Fig. 1: run 1, placement density heat map
21 x 22 tiles, from white (low) to dark blue (high), 0 to 100% covered.
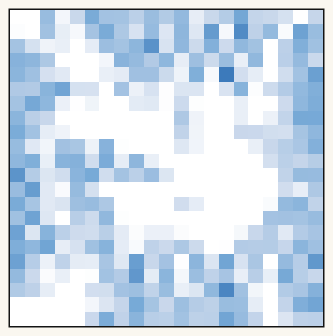
Fig. 2: run 1, signal wires on met3
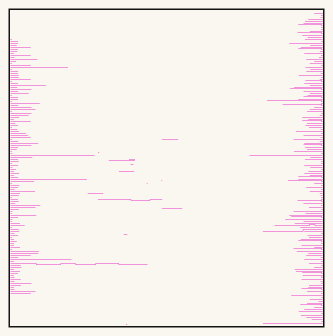
Fig. 3: run 1, placement view
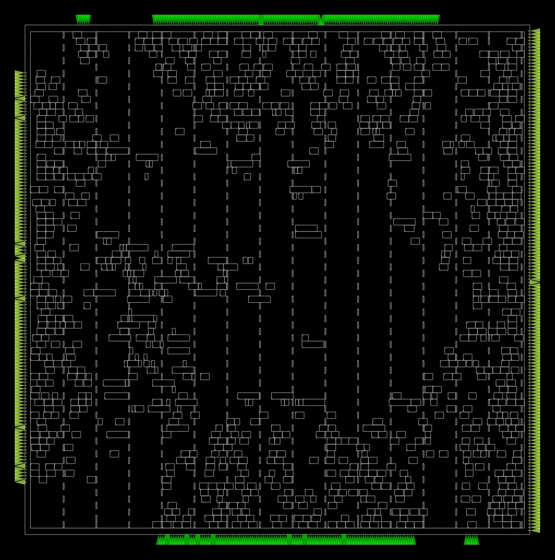
Fig. 4: run 1, routed clock nets over the placement
The bar under the picture is 50 µm long.
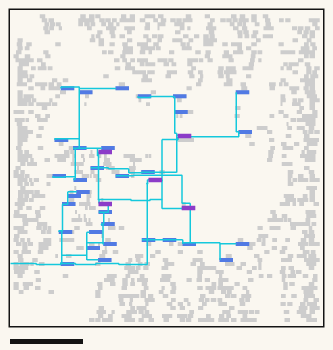
### src/rtl/ssc_miter_divergence_monitor.sv
// Divergence monitor between two miter instances: compares masked channels over a DEPTH-cycle
// window after a start pulse. Optional per-channel mismatch counters via SSC_MITER_CNT_EN.
module ssc_miter_divergence_monitor #(
   parameter int unsigned NUM_CH      = 8,
   parameter int unsigned CH_W        = 32,
   parameter int unsigned DEPTH       = 16,
   parameter int unsigned STOP_ON_DIV = 0,
   parameter int unsigned CNT_W       = 8,
   localparam int unsigned OFS_W = $clog2(DEPTH + 1),
   localparam int unsigned IDX_W = (NUM_CH > 1) ? $clog2(NUM_CH) : 1
) (
   input  logic                     clock,
   input  logic                     reset,
   input  logic                     start,
   input  logic                     abort,
   input  logic [NUM_CH-1:0]        ch_mask,
   input  logic [NUM_CH*CH_W-1:0]   inst_a,
   input  logic [NUM_CH*CH_W-1:0]   inst_b,
   output logic                     busy,
   output logic                     res_valid,
   input  logic                     res_ack,
   output logic                     diverged,
   output logic [OFS_W-1:0]         first_ofs,
   output logic [IDX_W-1:0]         first_ch,
   output logic [NUM_CH-1:0]        div_vec,
`ifdef SSC_MITER_CNT_EN
   output logic [NUM_CH*CNT_W-1:0]  mis_cnt,
`endif
   output logic                     start_err
);

   typedef enum logic [1:0] {StIdle, StObserve, StDone} state_e;

   state_e              state_q, state_d;
   logic [NUM_CH-1:0]   mask_q;
   logic [NUM_CH-1:0]   mis;
   logic [NUM_CH-1:0]   div_vec_q;
   logic [OFS_W-1:0]    ofs_q;
   logic [OFS_W-1:0]    first_ofs_q;
   logic [IDX_W-1:0]    first_ch_q;
   logic [IDX_W-1:0]    low_idx;
   logic                diverged_q;
   logic                accept;
   logic                last_cmp;

   // Descending scan leaves the lowest mismatching channel in low_idx.
   always_comb begin
      mis     = '0;
      low_idx = '0;
      for (int i = NUM_CH - 1; i >= 0; i--) begin
         mis[i] = mask_q[i] && (inst_a[i*CH_W +: CH_W] != inst_b[i*CH_W +: CH_W]);
         if (mis[i]) begin
            low_idx = IDX_W'(i);
         end
      end
   end

   assign accept   = (state_q == StIdle) && start && !abort;
   assign last_cmp = (ofs_q == OFS_W'(DEPTH)) || ((STOP_ON_DIV != 0) && (mis != '0));

   always_ff @(posedge clock or negedge reset) begin
      if (!reset) begin
         state_q <= StIdle;
      end else begin
         state_q <= state_d;
      end
   end

   always_comb begin
      state_d = state_q;
      if (abort) begin
         state_d = StIdle;
      end else begin
         unique case (state_q)
            StIdle:    if (start) state_d = StObserve;
            StObserve: if (last_cmp) state_d = StDone;
            StDone:    if (res_ack) state_d = StIdle;
            default:   state_d = StIdle;
         endcase
      end
   end

   always_comb begin
      busy      = (state_q == StObserve);
      res_valid = (state_q == StDone);
      start_err = start && (state_q != StIdle);
      diverged  = diverged_q;
      first_ofs = first_ofs_q;
      first_ch  = first_ch_q;
      div_vec   = div_vec_q;
   end

   always_ff @(posedge clock or negedge reset) begin
      if (!reset) begin
         mask_q      <= '0;
         ofs_q       <= '0;
         diverged_q  <= 1'b0;
         first_ofs_q <= '0;
         first_ch_q  <= '0;
         div_vec_q   <= '0;
      end else if (abort) begin
         ofs_q       <= '0;
         diverged_q  <= 1'b0;
         first_ofs_q <= '0;
         first_ch_q  <= '0;
         div_vec_q   <= '0;
      end else if (accept) begin
         mask_q      <= ch_mask;
         ofs_q       <= OFS_W'(1);
         diverged_q  <= 1'b0;
         first_ofs_q <= '0;
         first_ch_q  <= '0;
         div_vec_q   <= '0;
      end else if (state_q == StObserve) begin
         div_vec_q <= div_vec_q | mis;
         if ((mis != '0) && !diverged_q) begin
            diverged_q  <= 1'b1;
            first_ofs_q <= ofs_q;
            first_ch_q  <= low_idx;
         end
         // Offset freezes on the final compare so it can never pass DEPTH.
         if (!last_cmp) begin
            ofs_q <= ofs_q + 1'b1;
         end
      end
   end

`ifdef SSC_MITER_CNT_EN
   logic [NUM_CH-1:0][CNT_W-1:0] cnt_q;

   always_ff @(posedge clock or negedge reset) begin
      if (!reset) begin
         cnt_q <= '0;
      end else if (abort || accept) begin
         cnt_q <= '0;
      end else if (state_q == StObserve) begin
         for (int i = 0; i < NUM_CH; i++) begin
            if (mis[i] && (cnt_q[i] != {CNT_W{1'b1}})) begin
               cnt_q[i] <= cnt_q[i] + 1'b1;
            end
         end
      end
   end

   assign mis_cnt = cnt_q;
`endif

endmodule

### config.mk
export PLATFORM = sky130hd
export DESIGN_NAME = ssc_miter_divergence_monitor
export DESIGN_NICKNAME = d
export VERILOG_FILES = /design/src/rtl/ssc_miter_divergence_monitor.sv
export SDC_FILE = /design/constraint.sdc
export NUM_CORES = 1
export LEC_CHECK = 0
export CORE_AREA = 2 2 211 213
export DETAILED_ROUTE_END_ITERATION = 10
export DIE_AREA = 0 0 213 215
export GPL_TIMING_DRIVEN = 0
export PLACE_DENSITY = 0.35
export SYNTH_ARGS = -nofsm -noshare
export SYNTH_HDL_FRONTEND = slang
export SYNTH_SLANG_ARGS = --single-unit
### constraint.sdc
create_clock -name clock -period 4.7 [get_ports clock]
set_input_delay 0.94 -clock clock [delete_from_list [all_inputs] [get_ports clock]]
set_output_delay 0.94 -clock clock [all_outputs]
set_load 0.1 [all_outputs]
==> results.yml, run 1 <==
# flow metrics
route:
  ant_nets: 0
  routed_wl_um: 26900
  post_drt_via_cell_ratio: 3.44
  detailroute.via_count: 5611
  wl_per_cell_um: 16.5
  drtIter0Drc: 110
pwr:
  pg_seq_mw: 0.315
  p_total_mw: 1.63
  sw_frac_of_total_pct: 31.5
  power_per_cell_area_nw_per_um2: 152
  seq_power_share_pct: 19.3
  powerComb_mw: 0.909
  ir_drop_uv: 109
  p_leak_nw: 3.74
  power-top-group: "combinational cells"
  clockPowerShare_pct: 25.0
synth:
  edf_count: 0
  ys_ff: 32
  synth-simple-area-share_pct: 17.5
  synth_area_um2: 4310
  ys_seq_share_pct: 18.6
  compound_area_share_pct: 6.58
  synth_cell_types: 37
  yosysTopAreaCell: "xor2_1"
  async_reset_ff_share_pct: 100
  synthTopLogicFamily: "XOR/XNOR gates"
  fp_nets: 1014
  area_leaders: "xor2_1 26%, xnor2_1 26%, dfrtp_1 19%"
  ys_sh_adder_pct: 0.580
  yosysMostFrequentCell: "xor2_1"
  synth_cells: 487
  common_cells: "130 x xor2_1, 129 x xnor2_1, 41 x nor4_1"
  yosys.area_share.xor_xnor_pct: 52.6
  top_cell_area_share_pct: 26.4
finish:
  lay_top_cells: "543 x clkdlybuf4s50_1, 130 x xor2_1, 129 x xnor2_1, 41 x nor4_1, 35 x nand4_1"
  layout-drive-gt1-share_pct: 2.40
  diodes: 0
  finalInstanceArea_um2: 10700
  final_nets: 1567
  layout_top_cell: "clkdlybuf4s50_1"
final_timing:
  finalSetupTns_ns: 0
  setup_viol: 0
  hold_slack_ns: 0.491
  rsz0062_at_grt: "false"
  finalClockPeriodUsage_pct: 82.3
  setup_ws_ns: 0.830
  drv_slew: 0
  finalClockSkew_ns: 0.00675
cts:
  tritoncts: "done"
  cts_hold_buf: 0
  post_cts.repair.setup_buffers: 0
  cts-root-buf: "clkbuf_16"
  clk_pin_slew_ns: 0.07
  htreeDepth: 2
  insertion_delay_ns: 0.29
  clockBufferDepth: 2
  cts-resized-gates: 0
grt:
  grt_overflow_total: 0
  met2_usage_pct: 22.3
  first_global_vias: 6127
  met1_usage_pct: 11.1
setup_path:
  r2r_cells: 9
  path_depth: 4
  r2r_setup_slack_ns: 2.60
  cp_slowest_cell: "clkdlybuf4s50_1"
  crit_family: "buffers and inverters"
  crit_path_start_kind: "flop"
  endpoint_kind: "output port"
  crit_type: "reg -> out"
  required_ns: 3.76
  crit_end: "busy"
  cp.buffers_inverters: 3
  r2r_end: "ofs_q[4]$_DFFE_PN0P_"
status:
  status: "finished clean"
placed_design:
  dpl.hpwl_um: 24700
  io_buffers: 544
  gp_congestion: 0.729
  place_ws_ns: 0.830
floorplan:
  rows: 77
  dieArea_um2: 45800
flow_run:
  warnings: 27
  drv_cap: 0
hold_path:
  worstHoldStart: "div_vec[3]$_DFFE_PN0P_"
  min_to: "div_vec[3]$_DFFE_PN0P_"
Back to the opening pictures, Fig. 1:
mean over tiles: 22%
fullest tile: 70%
emptiest ninth of the die: centre
nearly empty tiles: 27%
core area: 43,600 µm²
FP Util: 9.89%

Back to the opening pictures, Fig. 2:
share of all routed wire: 11%
longest straight run: 56.8 µm

Back to the opening pictures, Fig. 3:
sequential cell area share: 7.48%
Fill cells: 4,754
final core area utilization: 24.5%
Flop Count: 32
TAP cells: 592

Back to the opening pictures, Fig. 4:
[purple] cells driving clock nets | count: 5
[blue] flip-flops | count: 32
[cyan] clock wires | length: 1,020 µm
routed clock nets: 6

## run 1: final cells by class
class                           count  area, µm²  area share, %
Sequential cell                    32        801           7.48
Timing Repair Buffer              546       5480           51.2
Tap cell                          592        741           6.92
Inverter                            4       15.0          0.140
Clock inverter                      3       42.5          0.397
Buffer                              4       15.0          0.140
Multi-Input combinational cell    447       3490           32.6
Clock buffer                        5        125           1.17
## run 1: tightest hold or removal path, stage by stage, from the launching register on
cell and delay [ns]:
dfrtp_1 0.34, a21oi_1 0.04, nor2_1 0.07
## run 1: metal layers
metal / vias up / routed length, µm
li1: 2805 / -
met1: 2495 / 9530
met5: - / 0
met3: 10 / 2840
met2: 301 / 14300
met4: 0 / 195
Fig. 5: run 1, ports around the boundary
Pins as bars across the die edge, other pins in grey.
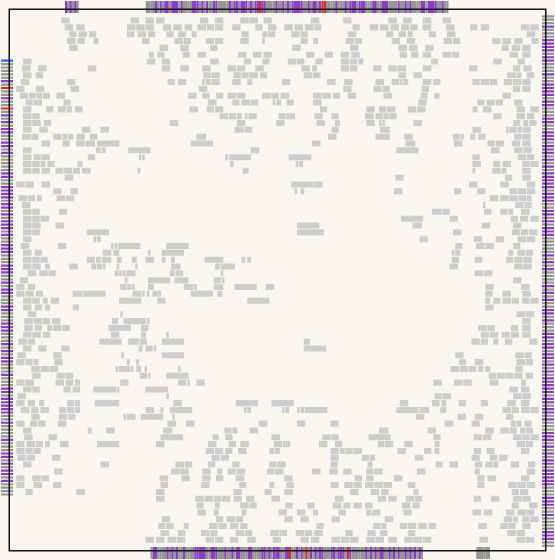

==> inputs of run 2 (changes only) <==
Settings changed: CORE_AREA 2 2 211 213 to 2 2 212 214, DIE_AREA 0 0 213 215 to 0 0 214 216.
Clock period 4.7 ns to 4 ns, I/O delays scaled along.
Fig. 6: run 2, ports around the boundary
Pins as bars across the die edge, other pins in grey.
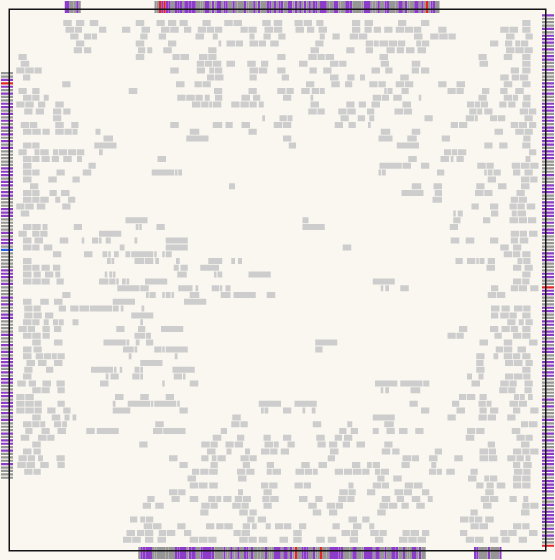
| colour | port | pins | direction | edge |
|---|---|---|---|---|
| purple | inst_a | 256 | input | 82 east, 62 south, 60 north, 52 west |
| red | div_vec | 8 | output | 3 north, 2 south, 2 east, 1 west |
| blue | abort | 1 | input | west |
all pins by edge: 157 east, 137 south, 131 north, 120 west

==> run 2 against run 1 <==
Critical path depth is the same; sequential cell count is the same; setup slack lost 0.40 ns.
==> results.yml, run 2 <==
# flow metrics
status:
  status: "finished clean"
final_timing:
  setup_ws_ns: 0.433
  finalClockPeriodUsage_pct: 89.2
  rsz0062_at_grt: "false"
  finalClockSkew_ns: 0.00405
  hold_viol_final: 0
  max_freq_mhz: 280
  finalSetupTns_ns: 0
  drv_slew: 0
  hold_slack_ns: 0.407
  setup_viol: 0
  slew_headroom_pct: 24.6
  min_period_ns: 3.57
  tightest_slew_ns: 1.13
pwr:
  clockPowerShare_pct: 22.6
  seq_power_share_pct: 20.0
  power_per_cell_area_nw_per_um2: 173
  p_total_mw: 1.85
  powerComb_mw: 1.06
  p_int_mw: 1.25
  power-top-group: "combinational cells"
  ir_drop_uv: 125
  share_comb_of_total_power_pct: 57.4
  sw_frac_of_total_pct: 32.5
  switchingPower_mw: 0.601
  p_leak_nw: 3.72
  pg_seq_mw: 0.370
placed_design:
  place_ws_ns: 0.137
  io_buffers: 544
  gp_congestion: 0.828
  dpl.hpwl_um: 24400
  dp_cells: 1625
  dpl_cell_area_um2: 10500
synth:
  common_cells: "130 x xor2_1, 129 x xnor2_1, 41 x nor4_1"
  area_leaders: "xor2_1 26%, xnor2_1 26%, dfrtp_1 19%"
  yosysMostFrequentCell: "xor2_1"
  synth_cells: 487
  yosysTopAreaCell: "xor2_1"
  synth_cell_types: 37
  ys_seq_share_pct: 18.6
  ys_area_um2: 4310
  ys_cells: 487
  top_cell_area_share_pct: 26.4
  synth-simple-area-share_pct: 17.5
  synthTopLogicFamily: "XOR/XNOR gates"
  async_reset_ff_share_pct: 100
  ys_ff: 32
  synth_area_um2: 4310
  yosys.area_share.xor_xnor_pct: 52.6
  edf_count: 0
  ys_sh_mux_pct: 3.51
  ys_sh_adder_pct: 0.580
  compound_area_share_pct: 6.58
  fp_nets: 1014
  yosysWarnings: 0
  flop_cell: "dfrtp_1"
cts:
  cts_hold_buf: 0
  tritoncts: "done"
  post_cts.repair.setup_buffers: 0
  cts_buffers: 5
  clock-sinks: 32
  clockBufferDepth: 2
  insertion_delay_ns: 0.30
  clk_pin_slew_ns: 0.06
  htreeDepth: 2
  cts-root-buf: "clkbuf_16"
  cts-resized-gates: 1
route:
  routed_wl_um: 26800
  ant_nets: 0
  met2_length_um: 14000
  detailroute.via_count: 5537
  post_drt_via_cell_ratio: 3.39
  route.detailed.drc: 0
  drt-met1-wl_um: 10100
  drtIter0Drc: 124
  route.met3.wl_um: 2540
  wl_per_cell_um: 16.4
  maxUsedRoutingLayer: "met5"
  drt_pass1_iterations: 4
grt:
  first_global_vias: 6034
  met2_usage_pct: 21.3
  antenna_found_initial: 1
  grt_pass1_wl_um: 38300
  grtUsageMet3_pct: 4.27
  grt_overflow_total: 0
  gr-max-usage-layer: "met2"
  grt_max_degree: 23
  grt_use_total_pct: 11.2
  met1_usage_pct: 12.0
setup_path:
  crit_chain: "nand2b_1, inv_1, clkbuf_1, dlygate4sd2_1"
  r2r_cells: 9
  cp.buffers_inverters: 3
  worstPathMaxFanout: 10
  crit_family: "buffers and inverters"
  crit_path_start_kind: "flop"
  cp_slowest_cell: "dlygate4sd2_1"
  required_ns: 3.20
  endpoint_kind: "output port"
  r2r_setup_slack_ns: 1.85
  critPathMaxStageDelay_ns: 0.96
  worstReg2RegStart: "ofs_q[0]$_DFFE_PN0P_"
  arrival_ns: 2.77
  r2r_end: "ofs_q[4]$_DFFE_PN0P_"
  crit_type: "reg -> out"
finish:
  nNonClkInverters: 4
  area_growth_pct: 147
  logic_gates: 447
  finalInstanceArea_um2: 10700
  comb_share_pct: 32.6
  final_util_pct: 24.4
  logic_area_um2: 3490
  clk_share_pct: 1.39
  seq_area_um2: 801
  nonClkBufAreaFrac_pct: 51.4
  final_nets: 1567
  clock_buffers: 5
  layout_top_cell: "clkdlybuf4s50_1"
  diodes: 0
  layout-drive-gt1-share_pct: 2.40
  ff_count: 32
  largest_cell_class: "buffers"
  signal_buffers: 550
  lay_top_cells: "542 x clkdlybuf4s50_1, 130 x xor2_1, 129 x xnor2_1, 41 x nor4_1, 35 x nand4_1"
floorplan:
  dieArea_um2: 46200
  die_h_um: 216
  die_w_um: 214
  rows: 77
  fp_util_pct: 9.84
  taps: 592
  core_um2: 43800
  io_pins: 545
hold_path:
  min_path_type: "in -> async"
flow_run:
  drv_cap: 0
  warnings: 27
Fig. 7: run 2, placement view
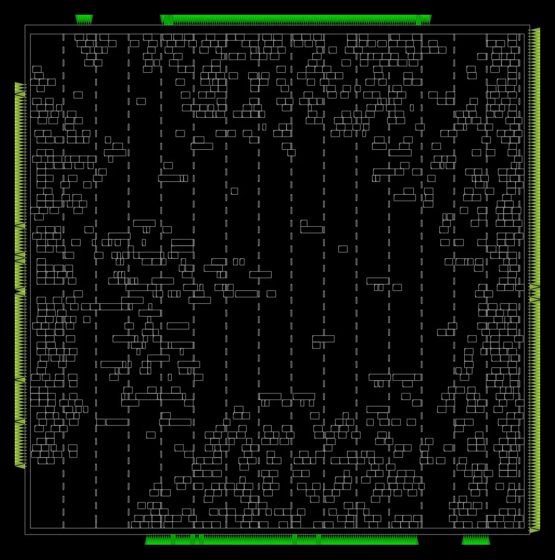
sequential cell area share: 7.50%
final std cells w/o fill: 1,633
Fill cells: 4,804

[run 2: cell counts after synthesis]
Identical to the previous run, type by type.
[run 2: worst max path at each step]
| stage | end | startpoint | cells after the start | slack, ns |
|---|---|---|---|---|
| after floorplan | start_err | start | 1 | 1.07 |
| after global placement | first_ch[0]$_DFFE_PN0P_ | inst_b[106] | 8 | 0.11 |
| after detailed placement | first_ch[0]$_DFFE_PN0P_ | inst_b[106] | 8 | 0.14 |
| after CTS | busy | state_q[1]$_DFFE_PN0P_ | 4 | 0.35 |
| after global routing | busy | state_q[1]$_DFFE_PN0P_ | 4 | 0.28 |
| final | busy | state_q[1]$_DFFE_PN0P_ | 4 | 0.43 |
Power is estimated from default activity; no workload was simulated.
